<file path="src/rtl/reg_ctrl_if.sv">
// Command, memory-read, register-file and OUTR-result signals of reg_ctrl.
// master = the controller side, slave = the environment side.
interface reg_ctrl_if #(
    parameter int ADDR_W = 8
);
    logic              cmd_valid;
    logic              cmd_ready;
    logic [1:0]        cmd_op;
    logic [1:0]        cmd_reg;
    logic [ADDR_W-1:0] cmd_addr;
    logic              mem_rd;
    logic [ADDR_W-1:0] mem_addr;
    logic              mem_rvalid;
    logic [1:0]        rf_instruction;
    logic [1:0]        rf_r_in;
    logic              rf_go;
    logic              out_valid;
    logic              out_ready;
    logic              busy;
    logic              err;

    modport master (
        input  cmd_valid, cmd_op, cmd_reg, cmd_addr, mem_rvalid, out_ready,
        output cmd_ready, mem_rd, mem_addr, rf_instruction, rf_r_in, rf_go,
               out_valid, busy, err
    );

    modport slave (
        output cmd_valid, cmd_op, cmd_reg, cmd_addr, mem_rvalid, out_ready,
        input  cmd_ready, mem_rd, mem_addr, rf_instruction, rf_r_in, rf_go,
               out_valid, busy, err
    );
endinterface

</file>
<file path="src/rtl/reg_ctrl.sv">
// Load/output sequencer between a command port, a word memory and a register file.
// Optional REG_CTRL_TIMEOUT_EN bounds memory waits to TMO_CYC cycles.
module reg_ctrl #(
    parameter int ADDR_W  = 8,
    parameter int TMO_CYC = 16
) (
    input  logic       clk,
    input  logic       rst_n,
    reg_ctrl_if.master bus
);
    localparam logic [1:0] OP_LOADS = 2'b00;
    localparam logic [1:0] OP_OUTR  = 2'b01;

    typedef enum logic [2:0] {
        S_IDLE, S_RD1, S_WT1, S_RD2, S_WT2, S_WRITE, S_READ, S_HOLD
    } state_t;

    state_t            r_state, w_next;
    logic [1:0]        r_op, r_reg;
    logic [ADDR_W-1:0] r_addr;

    logic              r_mem_rd, r_rf_go, r_out_valid, r_busy, r_err;
    logic [ADDR_W-1:0] r_mem_addr;
    logic [1:0]        r_rf_ins, r_rf_rin;

    logic              w_mem_rd, w_rf_go;
    logic [ADDR_W-1:0] w_mem_addr;
    logic [1:0]        w_rf_ins, w_rf_rin;
    logic              w_accept, w_wait, w_stray, w_timeout;

    assign w_accept = (r_state == S_IDLE) && bus.cmd_valid;
    assign w_wait   = (r_state == S_WT1) || (r_state == S_WT2);
    assign w_stray  = bus.mem_rvalid && !w_wait;

`ifdef REG_CTRL_TIMEOUT_EN
    localparam int TMO_W = $clog2(TMO_CYC + 1);
    logic [TMO_W-1:0] r_tmo_cnt;

    // Counts consecutive wait cycles; the TMO_CYC-th empty one aborts.
    assign w_timeout = w_wait && !bus.mem_rvalid && (r_tmo_cnt == TMO_W'(TMO_CYC - 1));

    always_ff @(posedge clk or negedge rst_n) begin
        if (!rst_n)
            r_tmo_cnt <= '0;
        else if (w_wait && !bus.mem_rvalid && !w_timeout)
            r_tmo_cnt <= r_tmo_cnt + 1'b1;
        else
            r_tmo_cnt <= '0;
    end
`else
    // Constant 0: memory waits are unbounded in this build.
    assign w_timeout = (TMO_CYC < 0);
`endif

    always_ff @(posedge clk or negedge rst_n) begin
        if (!rst_n)
            r_state <= S_IDLE;
        else
            r_state <= w_next;
    end

    always_comb begin
        w_next = r_state;
        unique case (r_state)
            S_IDLE:  if (bus.cmd_valid) w_next = (bus.cmd_op == OP_OUTR) ? S_READ : S_RD1;
            S_RD1:   w_next = S_WT1;
            S_WT1: begin
                if (w_timeout)            w_next = S_IDLE;
                else if (bus.mem_rvalid)  w_next = (r_op == OP_LOADS) ? S_WRITE : S_RD2;
            end
            S_RD2:   w_next = S_WT2;
            S_WT2: begin
                if (w_timeout)            w_next = S_IDLE;
                else if (bus.mem_rvalid)  w_next = S_WRITE;
            end
            S_WRITE: w_next = S_IDLE;
            S_READ:  w_next = S_HOLD;
            S_HOLD:  if (bus.out_ready) w_next = S_IDLE;
            default: w_next = S_IDLE;
        endcase
    end

    // Outputs are decoded from the next state so they line up with the state they describe.
    always_comb begin
        w_mem_rd   = 1'b0;
        w_mem_addr = '0;
        w_rf_go    = 1'b0;
        w_rf_ins   = 2'b00;
        w_rf_rin   = 2'b00;
        unique case (w_next)
            S_RD1: begin
                w_mem_rd   = 1'b1;
                w_mem_addr = bus.cmd_addr;
            end
            S_RD2: begin
                w_mem_rd   = 1'b1;
                w_mem_addr = r_addr + 1'b1;
            end
            S_WRITE: begin
                w_rf_go  = 1'b1;
                w_rf_ins = r_op;
                w_rf_rin = (r_op == OP_LOADS) ? r_reg : 2'b00;
            end
            S_READ: begin
                w_rf_go  = 1'b1;
                w_rf_ins = OP_OUTR;
                w_rf_rin = bus.cmd_reg;
            end
            default: ;
        endcase
    end

    always_ff @(posedge clk or negedge rst_n) begin
        if (!rst_n) begin
            r_op   <= 2'b00;
            r_reg  <= 2'b00;
            r_addr <= '0;
        end else if (w_accept) begin
            r_op   <= bus.cmd_op;
            r_reg  <= bus.cmd_reg;
            r_addr <= bus.cmd_addr;
        end
    end

    always_ff @(posedge clk or negedge rst_n) begin
        if (!rst_n) begin
            r_mem_rd    <= 1'b0;
            r_mem_addr  <= '0;
            r_rf_go     <= 1'b0;
            r_rf_ins    <= 2'b00;
            r_rf_rin    <= 2'b00;
            r_out_valid <= 1'b0;
            r_busy      <= 1'b0;
            r_err       <= 1'b0;
        end else begin
            r_mem_rd    <= w_mem_rd;
            r_mem_addr  <= w_mem_addr;
            r_rf_go     <= w_rf_go;
            r_rf_ins    <= w_rf_ins;
            r_rf_rin    <= w_rf_rin;
            r_out_valid <= (w_next == S_HOLD);
            r_busy      <= (w_next != S_IDLE);
            r_err       <= r_err | w_stray | w_timeout;
        end
    end

    assign bus.cmd_ready      = (r_state == S_IDLE);
    assign bus.mem_rd         = r_mem_rd;
    assign bus.mem_addr       = r_mem_addr;
    assign bus.rf_go          = r_rf_go;
    assign bus.rf_instruction = r_rf_ins;
    assign bus.rf_r_in        = r_rf_rin;
    assign bus.out_valid      = r_out_valid;
    assign bus.busy           = r_busy;
    assign bus.err            = r_err;
endmodule

</file>
<file path="src/flat_wrapper.sv">
// flat-port wrapper written by rule: the top's interface ports become plain ports
module reg_ctrl_flat 
#(
    parameter int ADDR_W  = 8,
    parameter int TMO_CYC = 16
)
  (clk, rst_n, bus_cmd_valid, bus_cmd_op, bus_cmd_reg, bus_cmd_addr, bus_mem_rvalid, bus_out_ready, bus_cmd_ready, bus_mem_rd, bus_mem_addr, bus_rf_instruction, bus_rf_r_in, bus_rf_go, bus_out_valid, bus_busy, bus_err);
  reg_ctrl_if #(.ADDR_W(ADDR_W)) bus_i ();
  input  logic clk;
  input  logic rst_n;
  input wire logic [$bits(bus_i.cmd_valid)-1:0] bus_cmd_valid;
  input wire logic [$bits(bus_i.cmd_op)-1:0] bus_cmd_op;
  input wire logic [$bits(bus_i.cmd_reg)-1:0] bus_cmd_reg;
  input wire logic [$bits(bus_i.cmd_addr)-1:0] bus_cmd_addr;
  input wire logic [$bits(bus_i.mem_rvalid)-1:0] bus_mem_rvalid;
  input wire logic [$bits(bus_i.out_ready)-1:0] bus_out_ready;
  output wire logic [$bits(bus_i.cmd_ready)-1:0] bus_cmd_ready;
  output wire logic [$bits(bus_i.mem_rd)-1:0] bus_mem_rd;
  output wire logic [$bits(bus_i.mem_addr)-1:0] bus_mem_addr;
  output wire logic [$bits(bus_i.rf_instruction)-1:0] bus_rf_instruction;
  output wire logic [$bits(bus_i.rf_r_in)-1:0] bus_rf_r_in;
  output wire logic [$bits(bus_i.rf_go)-1:0] bus_rf_go;
  output wire logic [$bits(bus_i.out_valid)-1:0] bus_out_valid;
  output wire logic [$bits(bus_i.busy)-1:0] bus_busy;
  output wire logic [$bits(bus_i.err)-1:0] bus_err;
  assign bus_i.cmd_valid = bus_cmd_valid;
  assign bus_i.cmd_op = bus_cmd_op;
  assign bus_i.cmd_reg = bus_cmd_reg;
  assign bus_i.cmd_addr = bus_cmd_addr;
  assign bus_i.mem_rvalid = bus_mem_rvalid;
  assign bus_i.out_ready = bus_out_ready;
  assign bus_cmd_ready = bus_i.cmd_ready;
  assign bus_mem_rd = bus_i.mem_rd;
  assign bus_mem_addr = bus_i.mem_addr;
  assign bus_rf_instruction = bus_i.rf_instruction;
  assign bus_rf_r_in = bus_i.rf_r_in;
  assign bus_rf_go = bus_i.rf_go;
  assign bus_out_valid = bus_i.out_valid;
  assign bus_busy = bus_i.busy;
  assign bus_err = bus_i.err;
  reg_ctrl #(.ADDR_W(ADDR_W), .TMO_CYC(TMO_CYC)) u_core (.clk(clk), .rst_n(rst_n), .bus(bus_i));
endmodule
</file>
<file path="config.mk">
export PLATFORM = sky130hd
export DESIGN_NAME = reg_ctrl_flat
export DESIGN_NICKNAME = d
export VERILOG_FILES = /design/src/rtl/reg_ctrl_if.sv /design/src/rtl/reg_ctrl.sv /design/src/flat_wrapper.sv
export SDC_FILE = /design/constraint.sdc
export NUM_CORES = 1
export LEC_CHECK = 0
export CELL_PAD_IN_SITES_DETAIL_PLACEMENT = 1
export CELL_PAD_IN_SITES_GLOBAL_PLACEMENT = 1
export CORE_MARGIN = 2
export CORE_UTILIZATION = 31
export DETAILED_ROUTE_END_ITERATION = 6
export PLACE_DENSITY_LB_ADDON = 0.1
export SYNTH_ARGS = -nofsm -noshare
export SYNTH_HDL_FRONTEND = slang
export SYNTH_SLANG_ARGS = --single-unit
export TNS_END_PERCENT = 1
</file>
<file path="constraint.sdc">
create_clock -name clk -period 1.9 [get_ports clk]
set_input_delay 0.19 -clock clk [delete_from_list [all_inputs] [get_ports clk]]
set_output_delay 0.19 -clock clk [all_outputs]
set_load 0.1 [all_outputs]
</file>
Figure 1. Met1 routing (run 1).
Bar = 20 microns.
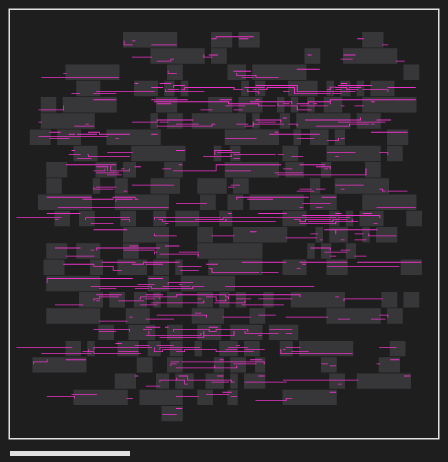
longest straight run	18.9 microns
nets with wire on the layer	166
main direction	horizontal
met1 GRT Util: 17.36%
vias after detailed routing: 1084
overall routed net length: 3254 microns

Figure 2. Signal metal coverage by tile (run 1).
The die is cut into 14 by 14 equal tiles; white is low, dark blue is high, scaled to the fullest tile. Values are wire area over tile area, all layers added.
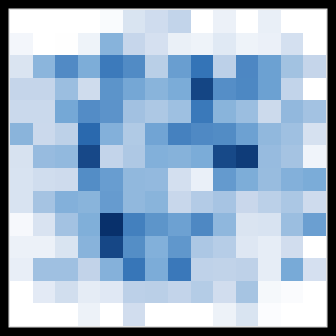
mean over tiles	0.10
nearly empty tiles	13%
fullest tile	0.31
tiles over half the peak	21%
emptiest ninth of the die	lower right
wire per inst: 14.33 microns
GRT Overall Usage: 13.97%

Figure 3. Layout detail (run 1).
Bar = 5 microns. Region (44, 44) to (64, 64) microns. Cells in gray, sequential cells in the stronger gray; small squares are vias.
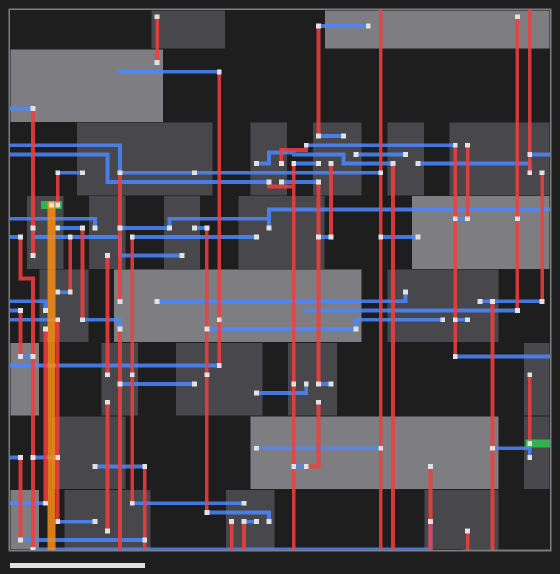
color	layer
blue	M1
green	M3
red	M2
orange	M4
cells with their middle in the window	24
sequential cells in the window	5
netlist names of flops here include	u_core.bus.mem_addr (3), u_core.r_addr (2)
most frequent	dfrtp_1 (5), nand2_1 (4), buf_4 (3)

==> impl_metrics.csv, run 1 <==
group,metric,value,unit
placed_design,placed_area,1904,sq um
layout,layout_top_cells,"buf_4 (34), dfrtp_1 (32), clkdlybuf4s50_1 (16), nand2_1 (13), mux2_2 (12)",
die,placeableCoreArea,4384,sq um
layout,final_nets,192,
synthesis,ff_type,"dfrtp_1",
clock_network,tritoncts,"done",
setup_path,start_kind,"flip-flop",
synthesis,top_area_cell,"dfrtp_1",
run,warnings,27,
layout,lay_top_count,"buf_4",
layout,syn2layout_area_growth,43.07,%
run,cap_violations,0,
timing,maxSlewViolCount,0,
die,dieHeight,71.63,microns
pwr,ir_drop,722.7,uV
setup_path,r2r_cells,4,
route,antenna_left,0,
synthesis,synth-edff-count,0,
die,chipWidth,71.63,microns
layout,final_core_util,46.26,%
synthesis,synth_area,1418,sq um
clock_network,cts_max_level,2,
synthesis,mux_share,9.532,%
clock_network,clock-sinks,32,
clock_network,post_cts_buffers,0,
global_route,grt_pass1_vias,1128,
timing,finClkSkew,5.550,ps
synthesis,ys_async_sr_fraction,100.0,%
synthesis,logic_family,"simple AND/OR/NAND/NOR gates",
timing,period_minus_slack,1856,ps
synthesis,fa_ha_area_share,1.589,%
synthesis,yosysCellCount,119,
timing,worst_pin_slew,417.5,ps
placed_design,portBuffers,34,
setup_path,end_kind,"flip-flop",
setup_path,r2r_slack,40,ps
timing,fmax,538.8,MHz
route,drc,0,
timing,setup_violations,0,
global_route,met3_usage,3.938,%
layout,finalNonFillerCells,227,
setup_path,crit_arrival,2080,ps
setup_path,critPathMaxFanout,5,
synthesis,synthTopCellsByArea,"dfrtp_1 (56%), mux2_2 (9.5%), o21ai_0 (3.5%)",
clock_network,cts_hold_buf,0,
synthesis,syn_inst,119,
synthesis,postSynthSeqShare,56.49,%
synthesis,synthMostInstantiatedCell,"dfrtp_1",
placed_design,place_congestion,0.7659,
timing,worst_slack,43.90,ps
pwr,power,3969,uW
synthesis,syn_area_per_cell,11.91,sq um
synthesis,top_area_share,56.49,%
synthesis,yosys_warnings,0,
worst_hold_path,min_path_type,"in -> async",
route,wl_met3,176,microns
layout,stdcell_area,2028,sq um
layout,n_antenna_cell,0,
global_route,grt-busiest-layer,"met2",
timing,finalCritPeriodShare,97.69,%
synthesis,top_cells_by_count,"dfrtp_1 (32), nand2_1 (13), mux2_2 (12)",
placed_design,preCtsSetupSlack,-292.8,ps
setup_path,crit_required,2120,ps
clock_network,cts-root-buf,"clkbuf_8",
setup_path,worstSetupEndpoint,"u_core.bus.rf_r_in[1]",
layout,drive_gt1_share,37.14,%
clock_network,clk-insertion-delay-late,280,ps
global_route,grt_antenna_before_repair,0,
die,fp-utilization,32.33,%
route,dr.max_layer_used,"met4",
global_route,grt_max_degree,33,
synthesis,ys_sh_simple,16.33,%
die,rows,24,
clock_network,cts_resized,0,
route,wl_met1,1411,microns
synthesis,synth_flops,32,
setup_path,startpoint,"u_core.r_state[2]",
synthesis,fp_nets,137,
global_route,overflow,0,
route,wl_met2,1605,microns
pwr,power_density,1957,nW/um^2
timing,rsz0062_at_grt,"yes",
setup_path,crit_type,"reg -> reg",
synthesis,synth-xor-area-share,4.943,%
timing,holdWs,303.3,ps
pwr,leakagePower,0.0009290,uW
placed_design,numPlacedInstances,218,
timing,finalHoldViolCount,0,
setup_path,timing.rr.end,"u_core.bus.rf_r_in[1]",
clock_network,cts_made_buffers,5,
synthesis,yosys_area,1418,sq um
synthesis,ys_sh_aoi,8.650,%
route,first_pass_iters,2,
synthesis,synth_cell_type_count,34,
route,drt_iter0_drc,30,
die,die_area,5130,sq um
run_status,status,"finished, final reports clean",
timing,setup_tns,0,ps
clock_network,clkSlewWorstSetupHoldPaths,70,ps
die,ios,35,
global_route,use_met2,22.63,%
setup_path,r2r_start,"u_core.r_state[2]",
clock_network,cts_buffer_depth,2,
-- run 1: worst max-delay path, cell delays in order (launching register included) --
cell	delay, ps
dfrtp_1	390
or4b_1	530
a311o_1	420
nor4_4	240
a32o_2	220
-- run 1: where the power goes --
part	internal (uW)	switching (uW)	leakage (uW)	total (uW)
logic	789	1410	0.000471	2200
registers	952	175	0.000402	1130
clock network	389	253	0.0000552	642
-- run 1: layout make-up --
cell class | count | area [sq um]
flip-flops and latches | 32 | 800.8
well taps | 52 | 65.06
multi-input cells | 79 | 585.6
fillers | 484 | 2356
repair buffers | 53 | 457.9
clock inverters | 2 | 35.03
clock buffers | 6 | 72.57
inverters | 3 | 11.26
==> run 2, diff against run 1 <==
- CTS_CLUSTER_SIZE: not set -> 8
- SLEW_MARGIN: not set -> 20
Figure 4. Metal layers overlaid (run 2).
Bar = 20 microns. Only two layers are drawn.
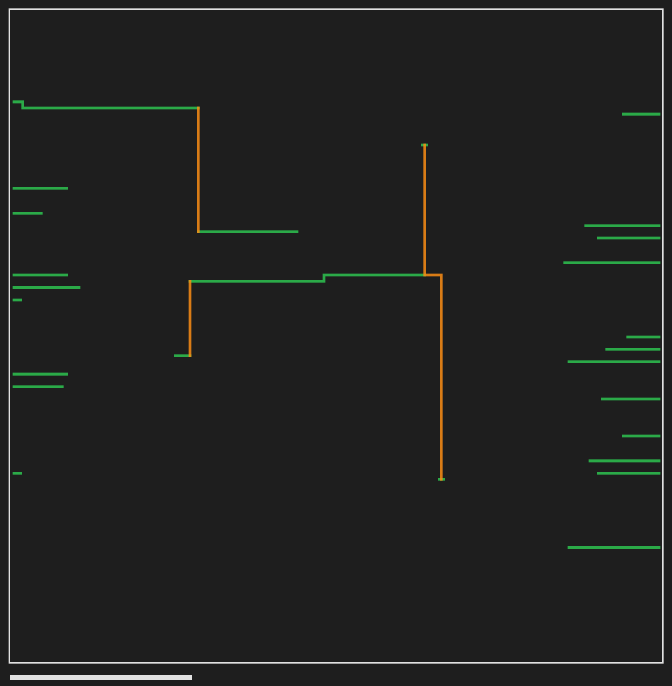
color	layer	wire length
green	M3	177 microns
orange	M4	60.3 microns

==> impl_metrics.csv, run 2 <==
group,metric,value,unit
run_status,status,"finished, final reports clean",
setup_path,r2r_slack,40,ps
route,drt_wl_total,3254,microns
timing,holdWs,303.3,ps
route,wl_met3,176,microns
timing,worst_slack,43.90,ps
setup_path,critPathBufInv,0,
synthesis,ys_sh_aoi,8.650,%
die,chipWidth,71.63,microns
route,drc,0,
synthesis,synthTopCellsByArea,"dfrtp_1 (56%), mux2_2 (9.5%), o21ai_0 (3.5%)",
placed_design,place_congestion,0.7659,
clock_network,tritoncts,"done",
synthesis,yosys_area,1418,sq um
synthesis,ys_sh_simple,16.33,%
synthesis,ff_type,"dfrtp_1",
layout,drive_gt1_share,37.14,%
setup_path,crit_slowest_cell,"or4b_1",
layout,stdcell_area,2028,sq um
route,drt_iter0_drc,30,
setup_path,start_kind,"flip-flop",
synthesis,logic_family,"simple AND/OR/NAND/NOR gates",
synthesis,fp_nets,137,
clock_network,clock-sinks,32,
setup_path,crit_family,"simple AND/OR/NAND/NOR gates",
run,warnings,27,
setup_path,end_kind,"flip-flop",
layout,final_nets,192,
placed_design,placed_area,1904,sq um
synthesis,syn_inst,119,
die,fp-utilization,32.33,%
synthesis,ys_async_sr_fraction,100.0,%
setup_path,r2r_start,"u_core.r_state[2]",
pwr,ir_drop,722.7,uV
layout,lay_top_count,"buf_4",
synthesis,yosys_warnings,0,
die,die_area,5130,sq um
route,drt-wirelength-per-cell,14.33,microns
setup_path,cp_slowest_stage_delay,530,ps
die,dieHeight,71.63,microns
route,vias,1084,
setup_path,startpoint,"u_core.r_state[2]",
placed_design,portBuffers,34,
setup_path,cp.depth,4,
clock_network,clkSlewWorstSetupHoldPaths,70,ps
synthesis,synth_area,1418,sq um
timing,finalHoldViolCount,0,
clock_network,cts_buffer_depth,2,
timing,rsz0062_at_grt,"yes",
timing,worst_pin_slew,417.5,ps
synthesis,synth_flops,32,
route,antenna_left,0,
global_route,grt_pass1_vias,1128,
synthesis,syn_area_per_cell,11.91,sq um
timing,setup_violations,0,
synthesis,postSynthSeqShare,56.49,%
setup_path,crit_arrival,2080,ps
clock_network,cts_max_level,2,
route,wl_met1,1411,microns
setup_path,crit_chain,"or4b_1 -> a311o_1 -> nor4_4 -> a32o_2",
synthesis,yosysCellCount,119,
timing,finalCritPeriodShare,97.69,%
pwr,leakagePower,0.0009290,uW
synthesis,top_area_share,56.49,%
route,first_pass_iters,2,
global_route,met3_usage,3.938,%
placed_design,preCtsSetupSlack,-292.8,ps
Figure 5. Layout detail (run 2).
Bar = 5 microns. Region (44, 44) to (64, 64) microns. Cells in gray, sequential cells in the stronger gray; small squares are vias.
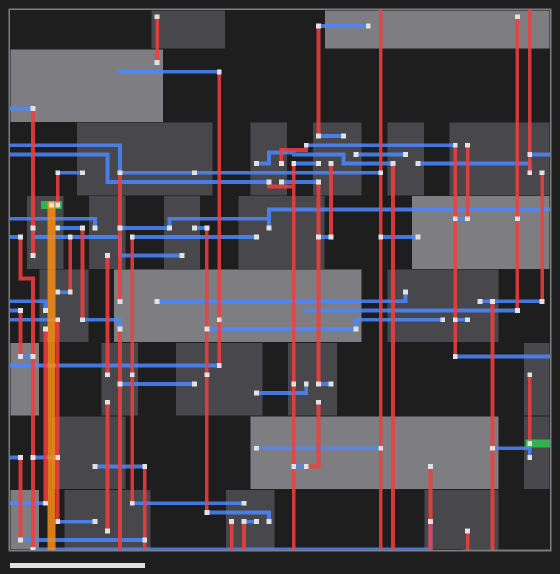
color	layer
red	M2
blue	M1
orange	M4
green	M3
most frequent	dfrtp_1 (5), nand2_1 (4), buf_4 (3)
netlist names of flops here include	u_core.bus.mem_addr (3), u_core.r_addr (2)
sequential cells in the window	5
cells with their middle in the window	24

run 2: repair_timing:
action,CTS,global route
resized,0,3
hold buffers,0,0
endpoints found under the setup margin,5,9
buffers inserted,0,1
pin swaps,1,2
run 2: cells by family after synthesis:
family	Yosys count
buffers and inverters	8
flip-flops	32
XOR/XNOR	8
multiplexers	12
AND-OR/OR-AND	18
adder cells (fa/ha/maj)	2
AND/OR/NAND/NOR	39
run 2: final cells by class:
class,instances,area [sq um]
clock buffers,6,72.57
inverters,3,11.26
clock inverters,2,35.03
fillers,484,2356
multi-input cells,79,585.6
flip-flops and latches,32,800.8
repair buffers,53,457.9
well taps,52,65.06
run 2: power breakdown:
part	internal (uW)	leakage (uW)	switching [uW]
Sequential	952	0.000402	175
Combinational	789	0.000471	1410
Clock	389	0.0000552	253
Power is estimated from default activity; no workload was simulated.
